Design stg_1_if_flat, sky130hd; sources not shown.
Fig. 1: M2 wires
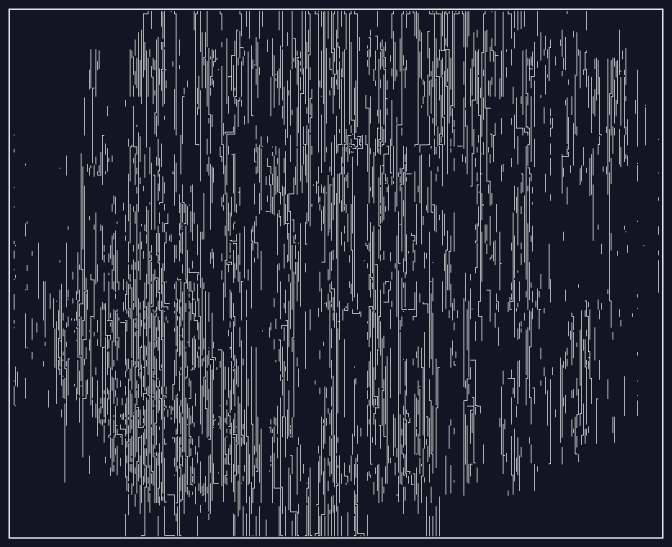
- longest straight run: 56.8 um
- nets with wire on the layer: 990
- wire length on this layer: 13900 um
WL final: 30.41 mm
via count: 8378
GRT met2 Usage: 0.3409

Fig. 2: routed metal, one colour a layer
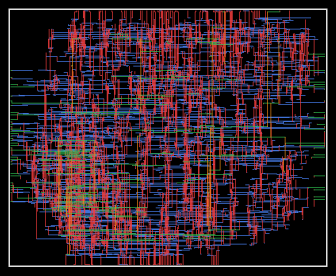
- green: M3 (wire length 2160 um)
- red: M2 (wire length 13900 um)
- blue: M1 (wire length 13600 um)
- orange: M4 (wire length 803 um)
Avg WL per Cell: 21.24 um
total track usage: 0.2208

==> metrics.csv <==
stage,metric,value,unit
global_routing,grt_pass1_wl,47.61,mm
floorplan,rows,51,
timing,fmax,222.5,MHz
synthesis,topCellsByArea,"edfxtp_1 47%, dfrtp_1 21%, mux2i_1 5.4%",
clock_network,path_clk_slew,0.06,ns
power,seqPwrFrac,0.458,
flow_run,log.warning_count,27,
final_layout,combGateArea,0.003570,sq mm
synthesis,largest_area_cell,edfxtp_1,
placement,dp_hpwl,20.92,mm
final_layout,comb_area_frac,0.2311,
final_layout,clockNetworkAreaShare,0.05954,
flow_run,cap_violations,0,
floorplan,dieArea,0.02718,sq mm
final_layout,stdcell_count,1432,
synthesis,synthSimpleGateAreaFrac,0.09289,
route,wl_met3,2.158,mm
final_layout,nFillCells,1812,
global_routing,gr-usage-met3,0.03790,
route,top_layer,met4,
final_layout,multi_input_comb_cells,518,
floorplan,tap_cells,318,
worst_setup_path,criticalPathCategory,primary input to output port,
route,firstDrtPassIters,5,
clock_network,clock_latency,0.53,ns
route,postRouteAntennaNets,0,
synthesis,ys_types,51,
placement,io_buffers,166,
clock_network,cts_tree,yes,
synthesis,top_cell_area_share,0.4688,
final_layout,nNetsFinal,1170,
worst_setup_path,path_max_fanout,10,
worst_setup_path,crit_family,buffers and inverters,
placement,placed_cells,1379,
run_status,run_status,finished clean,
floorplan,fp_util,0.5072,
synthesis,synth_top_flop_cell,edfxtp_1,
timing,hold_viol_final,0,
timing,fin_crit,4.494,ns
power,power-top-group,sequential cells,
final_layout,post-route-util,0.6369,
power,fin_total_pwr,7.607,mW
final_layout,stdcell_area,0.01544,sq mm
final_layout,synthToLayoutAreaGrowth,25.59,%
clock_network,clock-sinks,300,
timing,worst_pin_slew,0.9546,ns
clock_network,clockRootBuffer,clkbuf_16,
Power and IR drop assume default switching activity.
